## src/rtl/pmem_arbiter_pkg.sv

```systemverilog
// Shared types for the physical-memory arbiter: line/word types, arbiter state, and line alignment.
package pmem_arbiter_pkg;

   typedef logic [15:0]  lc3b_word;
   typedef logic [127:0] lc3b_datbus;

   typedef enum logic [1:0] {
      arb_idle,
      arb_serve_i,
      arb_serve_d
   } lc3b_arb_state;

   localparam lc3b_word LINE_MASK = 16'hFFF0;

   function automatic lc3b_word line_align(lc3b_word addr);
      return addr & LINE_MASK;
   endfunction

endpackage

```

## src/rtl/pmem_arbiter.sv

```systemverilog
// Shares the single pmem port between I-cache and D-cache line transactions.
// D has priority; a streak counter forces an I grant after MAX_DSTREAK D grants while I waits.
//
// state        | meaning
// arb_idle     | no transaction; grant decided on the next edge
// arb_serve_i  | I-cache line read owns pmem until pmem_resp
// arb_serve_d  | D-cache read or writeback owns pmem until pmem_resp
module pmem_arbiter
   import pmem_arbiter_pkg::*;
#(
   parameter int MAX_DSTREAK = 4
) (
   input  logic         clk,
   input  logic         rst_n,
   input  logic         i_read,
   input  logic [15:0]  i_address,
   output logic [127:0] i_rdata,
   output logic         i_resp,
   input  logic         d_read,
   input  logic         d_write,
   input  logic [15:0]  d_address,
   input  logic [127:0] d_wdata,
   output logic [127:0] d_rdata,
   output logic         d_resp,
   output logic         pmem_read,
   output logic         pmem_write,
   output logic [15:0]  pmem_address,
   output logic [127:0] pmem_wdata,
   input  logic [127:0] pmem_rdata,
   input  logic         pmem_resp
);

   localparam int STREAK_W = $clog2(MAX_DSTREAK + 1);
   localparam logic [STREAK_W-1:0] STREAK_MAX = STREAK_W'(MAX_DSTREAK);

   lc3b_arb_state        state_q, state_d;
   logic [STREAK_W-1:0]  d_streak_q, d_streak_d;
   logic                 pmem_read_q, pmem_read_d;
   logic                 pmem_write_q, pmem_write_d;
   lc3b_word             pmem_address_q, pmem_address_d;
   lc3b_datbus           pmem_wdata_q, pmem_wdata_d;

   logic d_req;
   logic grant_d;

   assign d_req   = d_read | d_write;
   assign grant_d = d_req & (~i_read | (d_streak_q < STREAK_MAX));

   always_comb begin
      state_d        = state_q;
      d_streak_d     = d_streak_q;
      pmem_read_d    = pmem_read_q;
      pmem_write_d   = pmem_write_q;
      pmem_address_d = pmem_address_q;
      pmem_wdata_d   = pmem_wdata_q;

      case (state_q)
         arb_idle: begin
            if (grant_d) begin
               state_d        = arb_serve_d;
               // Streak only grows while I is actually being held off; saturates at the limit.
               if (i_read && (d_streak_q != STREAK_MAX)) begin
                  d_streak_d = d_streak_q + 1'b1;
               end
               pmem_address_d = line_align(d_address);
               pmem_write_d   = d_write;
               pmem_read_d    = ~d_write;
               if (d_write) begin
                  pmem_wdata_d = d_wdata;
               end
            end else if (i_read) begin
               state_d        = arb_serve_i;
               d_streak_d     = '0;
               pmem_address_d = line_align(i_address);
               pmem_write_d   = 1'b0;
               pmem_read_d    = 1'b1;
            end
         end
         arb_serve_i, arb_serve_d: begin
            if (pmem_resp) begin
               state_d      = arb_idle;
               pmem_read_d  = 1'b0;
               pmem_write_d = 1'b0;
            end
         end
         default: begin
            state_d      = arb_idle;
            pmem_read_d  = 1'b0;
            pmem_write_d = 1'b0;
         end
      endcase
   end

   always_ff @(posedge clk or negedge rst_n) begin
      if (!rst_n) begin
         state_q        <= arb_idle;
         d_streak_q     <= '0;
         pmem_read_q    <= 1'b0;
         pmem_write_q   <= 1'b0;
         pmem_address_q <= '0;
         pmem_wdata_q   <= '0;
      end else begin
         state_q        <= state_d;
         d_streak_q     <= d_streak_d;
         pmem_read_q    <= pmem_read_d;
         pmem_write_q   <= pmem_write_d;
         pmem_address_q <= pmem_address_d;
         pmem_wdata_q   <= pmem_wdata_d;
      end
   end

   // Responses are combinational so the winner sees completion in the same cycle as pmem_resp.
   assign i_resp  = (state_q == arb_serve_i) & pmem_resp;
   assign d_resp  = (state_q == arb_serve_d) & pmem_resp;
   assign i_rdata = i_resp ? pmem_rdata : '0;
   assign d_rdata = d_resp ? pmem_rdata : '0;

   assign pmem_read    = pmem_read_q;
   assign pmem_write   = pmem_write_q;
   assign pmem_address = pmem_address_q;
   assign pmem_wdata   = pmem_wdata_q;

endmodule

```

## config.mk

```make
export PLATFORM = sky130hd
export DESIGN_NAME = pmem_arbiter
export DESIGN_NICKNAME = d
export VERILOG_FILES = /design/src/rtl/pmem_arbiter_pkg.sv /design/src/rtl/pmem_arbiter.sv
export SDC_FILE = /design/constraint.sdc
export NUM_CORES = 1
export LEC_CHECK = 0
export ABC_AREA = 1
export CORE_AREA = 4 4 268 270
export DETAILED_ROUTE_END_ITERATION = 7
export DIE_AREA = 0 0 272 274
export PLACE_DENSITY = 0.38
export SYNTH_ARGS = -nofsm -noshare
export SYNTH_HDL_FRONTEND = slang
export SYNTH_SLANG_ARGS = --single-unit
```

## constraint.sdc

```tcl
create_clock -name clk -period 1.4 [get_ports clk]
set_input_delay 0.28 -clock clk [delete_from_list [all_inputs] [get_ports clk]]
set_output_delay 0.28 -clock clk [all_outputs]
set_load 0.01 [all_outputs]
```

==> results.py, run 1 <==
# Flow results
metrics = {
    "drt": {
        "drtAntennaViolNets": 0,
        "route.vias.total": 10400,
        "drc_errors": 0,
        "wl_um": 60600,
        "detail_route.wl_per_cell_um": 21.2,
    },
    "yosys": {
        "ys_ff": 147,
        "topCellsByArea": "dfrtp_1 47%, nand2_1 15%, nor2_1 13%",
        "ff_type": "dfrtp_1",
        "yosysWarningCount": 0,
        "yosys-stat-cells": 1135,
        "edf_count": 0,
        "syn_inst": 1135,
        "synthTopCellsByCount": "310 x nand2_1, 259 x nor2_1, 167 x inv_1, 157 x nand3_1, 147 x dfrtp_1",
        "synth_cell_type_count": 17,
        "top_area_cell": "dfrtp_1",
        "synth_area_sq_mm": 0.00778,
        "synth.most_common_cell": "nand2_1",
        "synthArstFlopShare_pct": 100,
        "synth_chip_area_sq_mm": 0.00778,
    },
    "global_route": {
        "global_route.usage.total_pct": 14.6,
        "overflow": 0,
        "grt_pass1_wl_um": 78000,
        "first_global_vias": 10200,
    },
    "floorplanning": {
        "floorplan.core_util_pct": 11.2,
        "core_area_sq_mm": 0.0695,
        "row_count": 97,
        "chip_area_sq_mm": 0.0745,
        "ios": 698,
        "die_h_um": 274,
    },
    "power": {
        "ir_drop_mv": 0.878,
        "power_per_cell_area_mw_per_mm2": 1680,
        "leakage_nw": 9.89,
    },
    "final_timing": {
        "fmax_mhz": 431,
        "rsz0062_at_grt": "true",
        "final-max-slew-violation-count": 0,
        "worst_slack_ns": -0.919,
        "hold_slack_ns": 0.317,
        "hold_viol": 0,
        "setup_viol_count_final": 538,
        "period_used_pct": 166,
    },
    "final_layout": {
        "nets": 2202,
        "comb_area_sq_mm": 0.00339,
        "area_growth_syn_to_layout_pct": 127,
        "final_util_pct": 25.4,
        "ff_latch_area_sq_mm": 0.00368,
    },
    "place": {
        "port_buffers": 685,
        "dp_hpwl_um": 49800,
    },
    "clock_tree": {
        "cts_buffers": 17,
        "clock-sinks": 147,
        "clk_path_buf_depth": 2,
        "cts-root-buf": "clkbuf_16",
        "htreeDepth": 4,
        "cts_tree": "yes",
    },
    "critical_path": {
        "r2r-start": "state_q[0]",
        "path_class": "reg -> out",
        "required_ns": 1.12,
        "r2r_cells": 7,
        "r2r_setup_slack_ns": -0.12,
        "crit_path_end_kind": "output port",
        "rr_endpoint": "pmem_wdata[111]",
        "critPathMaxFanout": 11,
    },
    "run": {
        "cap_viol_max_count": 0,
        "warning_count": 41,
    },
    "outcome": {
        "status": "finished with violations",
        "violations": "negative setup slack",
    },
}
-- run 1: report_power, final --
group | switching [W] | internal (W) | total, W
clock network | 0.00222 | 0.00234 | 0.00456
logic | 0.00880 | 0.00889 | 0.0177
registers | 0.00118 | 0.00631 | 0.00749
-- run 1: kinds of logic after synthesis --
group                      synth area share (%)
adders and majority gates                 0.804
buffers and inverters                      13.7
other                                    0.0482
AOI/OAI and AO/OA                         0.386
and+or+nand+nor                            37.8
DFF                                        47.3
-- run 1: per-layer routing --
layer / up-vias / wire length, um / track usage [%]
met5: - / 90 / 0
met4: 14 / 2130 / 5.53
met3: 114 / 4230 / 4.69
met2: 496 / 32900 / 27.9
met1: 4890 / 21200 / 14.8
li1: 4899 / - / -
-- run 1: cell usage in the layout, fill, tap and decap left out, types with 2 or more instances in the layout --
cell             count
clkbuf_16           29
buf_8                3
conb_1               4
inv_1              165
o21ai_0              3
nor2_2              95
buf_4              100
inv_8                2
nand2_1            307
buf_2               43
inv_6                6
nor2_1             161
buf_6               13
clkbuf_2            69
inv_2                2
nand3_1            157
ha_4                 3
clkinvlp_4           2
diode_2              8
dfrtp_1            146
clkinv_4             3
nand4_1              2
clkdlybuf4s15_2     38
buf_12              31
ha_1                 2
dlygate4sd2_1       25
nor2_4               3
buf_16               2
nand2_8              2
clkdlybuf4s50_1    424
dlymetal6s2s_1      65
-- run 1: how the worst max path moves through the flow --
stage,start,to,slack [ns],depth (start not counted)
finish,state_q[0],d_rdata[40],-0.92,9
global route,state_q[1],i_rdata[44],-1.01,8
CTS,state_q[0],d_rdata[61],-1.17,6
detailed placement,pmem_resp,d_rdata[35],-0.92,5
global placement,pmem_resp,d_rdata[35],-0.92,5
floorplan,state_q[0],d_rdata[60],-0.04,6
-- run 1: metrics by stage --
step / std cells / setup slack [ns] / setup TNS (ns) / cell area, sq um / total power [W]
final: 2864 / -0.919 / -233.98 / 17700 / 0.0297
after detailed placement: 2763 / -0.918 / -268.02 / 16500 / 0.0245
after global routing: 2863 / -1.01 / -285.49 / 17600 / 0.0318
after global placement: 2763 / -0.919 / -261.81 / 16500 / 0.0245
after floorplan: 1138 / -0.0362 / -1.17 / 8030 / 0.0140
after CTS: 2796 / -1.17 / -303.74 / 17100 / 0.0293
-- run 1: area by class of cell --
class | instances | area share (%)
inverter | 168 | 3.59
multi-input combinational | 743 | 19.2
antenna | 8 | 0.113
sequential | 147 | 20.8
timing repair buffer | 826 | 46.4
clock buffer | 17 | 2.41
clock inverter | 15 | 0.780
tap | 940 | 6.66
-- run 1: registers in the layout, summed over array words and instances (netlist names) --
name and flops:
pmem_address 12, state_q 2, d_streak_q 3, pmem_read 1, pmem_write 1, pmem_wdata 128
-- run 1: worst max-delay path, stage by stage (launching register included) --
cell     delay (ns)
dfrtp_2        0.44
inv_2          0.09
ha_4           0.16
nand2_8        0.12
buf_12         0.19
buf_12         0.13
buf_6          0.11
buf_8          0.14
nor2_2         0.08
buf_2          0.14
-- run 1: timing repair --
item,in CTS,in global routing
gates resized,236,384
endpoints found under the hold margin,33,0
cloned,0,17
setup buffers,0,43
setup endpoints to repair,543,545
hold buffers,1,0
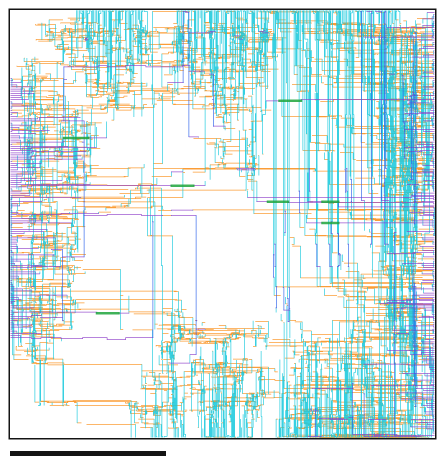
*Metal layers overlaid, run 1*
Scale bar: 100 um.
colour	layer	wire length
green	metal 5	90.2 um
blue	metal 4	2130 um
orange	metal 1	21.2 mm
purple	metal 3	4230 um
cyan	metal 2	32.9 mm

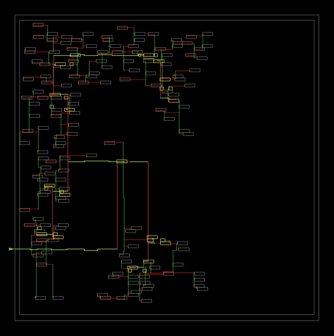
*The clock network, run 1*
clk_lat worst skew: 0.46 ns
Seq Cell Count: 147

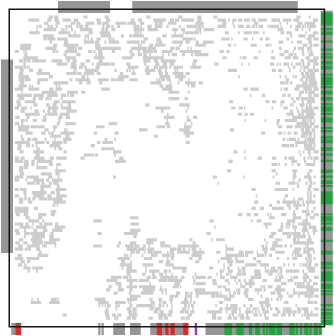
*Pin placement, run 1*
Pins as bars across the die edge, other pins in grey.
colour	port	pins	direction	edge
red	i_address	16	input	bottom
purple	pmem_resp	1	input	bottom
green	i_rdata	128	output	93 right, 35 bottom
all pins by edge	203 top, 200 right, 172 bottom, 123 left

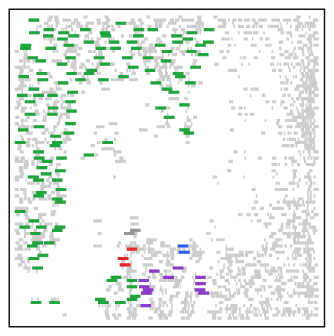
*Sequential cells coloured by netlist name, run 1*
Other sequential cells in the stronger grey, the rest of the logic in the fainter grey.
colour	netlist name	placed flops
blue	state_q	2
green	pmem_wdata	128
red	d_streak_q	3
purple	pmem_address	12
not coloured	2

### Clock network drawn from the DEF, run 1

Scale bar: 100 um.
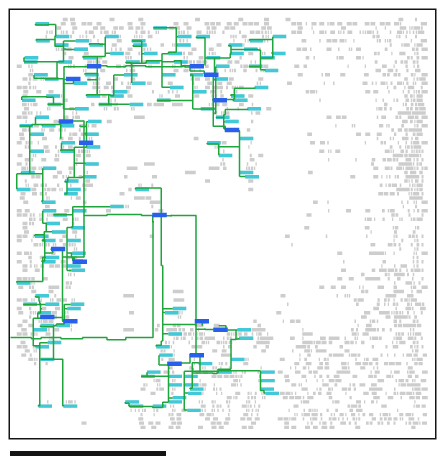

--- run 2 (diff from run 1) ---
- SKIP_CTS_REPAIR_TIMING: default -> 1
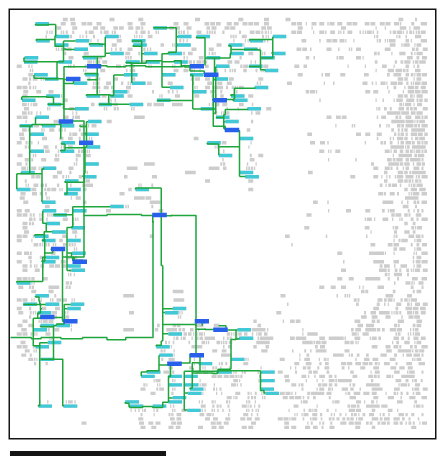
*Clock network drawn from the DEF, run 2*
Scale bar: 100 um.
[green] clock wires | length: 2750 um
[blue] clock drivers | count: 17
[cyan] flip-flops | count: 147
routed clock nets	18

==> results.py, run 2 <==
# Flow results
metrics = {
    "outcome": {
        "status": "finished with violations",
        "violations": "negative setup slack",
    },
    "yosys": {
        "edf_count": 0,
        "ys_ff": 147,
        "topCellsByArea": "dfrtp_1 47%, nand2_1 15%, nor2_1 13%",
        "logic_family": "simple AND/OR/NAND/NOR gates",
        "synth_area_sq_mm": 0.00778,
        "synth_cell_type_count": 17,
        "synthTopCellsByCount": "310 x nand2_1, 259 x nor2_1, 167 x inv_1, 157 x nand3_1, 147 x dfrtp_1",
        "synthAdderAreaFrac_pct": 0.804,
        "synthArstFlopShare_pct": 100,
        "yosys-stat-cells": 1135,
        "synth.most_common_cell": "nand2_1",
        "aoi_share_pct": 0.386,
        "top_area_cell": "dfrtp_1",
        "yosysWarningCount": 0,
        "synth_chip_area_sq_mm": 0.00778,
        "ys_sh_simple_pct": 37.8,
        "syn_inst": 1135,
        "synth_area_per_cell_sq_um": 6.85,
        "xor_area_share_pct": 0,
    },
    "power": {
        "power_per_cell_area_mw_per_mm2": 1670,
        "ir_drop_mv": 0.879,
        "leakage_nw": 9.93,
    },
    "critical_path": {
        "critPathMaxFanout": 17,
        "crit_chain": "buf_4, ha_4, nand2_8, buf_8, nor2_1, clkdlybuf4s50_1",
        "cpMaxStageDelayCell": "clkdlybuf4s50_1",
        "required_ns": 1.12,
        "cpPeakStageDelay_ns": 0.56,
        "crit_path_end_kind": "output port",
        "path_class": "reg -> out",
    },
    "floorplanning": {
        "floorplan.core_util_pct": 11.2,
        "ios": 698,
        "chip_area_sq_mm": 0.0745,
        "core_area_sq_mm": 0.0695,
        "die_h_um": 274,
    },
    "clock_tree": {
        "cts_tree": "yes",
        "htreeDepth": 4,
        "cts_buffers": 17,
        "clk_latency_ns": 0.46,
        "clk_path_buf_depth": 2,
        "clock-sinks": 147,
        "cts-root-buf": "clkbuf_16",
    },
    "final_timing": {
        "setup_viol_count_final": 544,
        "period_used_pct": 179,
        "rsz0062_at_grt": "true",
        "final-max-slew-violation-count": 0,
        "worst_slack_ns": -1.11,
    },
    "final_layout": {
        "comb_area_sq_mm": 0.00369,
        "nets": 2233,
        "final_layout_top_logic_cells": "492 x clkdlybuf4s50_1, 307 x nand2_1, 165 x inv_1",
        "final_common_cell": "clkdlybuf4s50_1",
        "area_growth_syn_to_layout_pct": 136,
        "final_util_pct": 26.4,
        "largest_register_ff_count": 128,
    },
    "drt": {
        "wl_um": 61600,
        "route.vias.total": 10600,
        "drtAntennaViolNets": 0,
        "detail_route.wl_per_cell_um": 21.3,
        "drc_errors": 0,
    },
    "global_route": {
        "grt_pass1_wl_um": 77900,
        "global_route.usage.total_pct": 14.6,
        "overflow": 0,
    },
    "place": {
        "dp_hpwl_um": 49800,
        "port_buffers": 685,
    },
    "run": {
        "cap_viol_max_count": 0,
    },
}
-- run 2: cell counts after synthesis --
Identical to the previous run, type by type.
-- run 2: report_power, final --
group,switching [W],internal [W],leakage (nW)
clock network,0.00222,0.00234,0.272
logic,0.00917,0.00953,7.84
registers,0.00118,0.00631,1.82
-- run 2: critical path, delay by kind of cell (launching register included) --
family	cells	cell delay, ns
flops	1	0.39
buf+inv	3	0.95
fa+ha+maj	1	0.18
simple gates	2	0.25
-- run 2: layer usage --
| metal | wire length (um) | global-route usage (%) | up-vias |
|---|---|---|---|
| met5 | 90 | 0 | - |
| met4 | 2680 | 5.42 | 14 |
| met1 | 21100 | 14.8 | 4993 |
| met2 | 33300 | 27.9 | 505 |
| li1 | - | - | 4969 |
| met3 | 4510 | 4.70 | 143 |
-- run 2: cell type report --
type	instances	share of cell area [%]
timing repair buffer	855	46.9
antenna	7	0.0953
inverter	168	3.45
tap	940	6.40
sequential	147	20.0
clock buffer	17	2.32
multi-input combinational	745	20.1
clock inverter	15	0.749
-- run 2: path summary, 6_finish.rpt --
kind,endpoint,startpoint,depth (start not counted),slack [ns]
worst min-delay path,pmem_wdata[79],rst_n,2,0.32
min in group clk,pmem_wdata[0],d_wdata[0],3,0.37
worst min register to register,pmem_wdata[125],pmem_wdata[125],2,0.47
worst max-delay path,d_rdata[96],state_q[1],6,-1.11
worst max register to register,pmem_wdata[84],state_q[1],8,-0.16
max in group asynchronous,pmem_wdata[53],rst_n,3,0.49
-- run 2: cells by family (layout without fill, tap and decap cells) --
family / Yosys count / after routing
adder cells (fa/ha/maj): 5 / 5
AND/OR/NAND/NOR: 729 / 731
AND-OR/OR-AND: 5 / 5
buffers and inverters: 248 / 1055
other: 1 / 11
flip-flops: 147 / 147
-- run 2: metrics by stage --
stage	setup TNS (ns)	instance area, sq um	cells	hold slack, ns	setup slack [ns]
2_1_floorplan	-1.17	8030	1138	-0.0156	-0.0362
3_3_place_gp	-261.81	16500	2763	0.260	-0.919
3_5_place_dp	-268.02	16500	2763	0.259	-0.918
4_1_cts	-333.84	17100	2795	-0.254	-1.19
5_1_grt	-322.57	18400	2893	0.351	-1.20
6_report	-271.28	18400	2894	0.317	-1.11
No activity file was given, so power comes from the tool's default toggle rates.
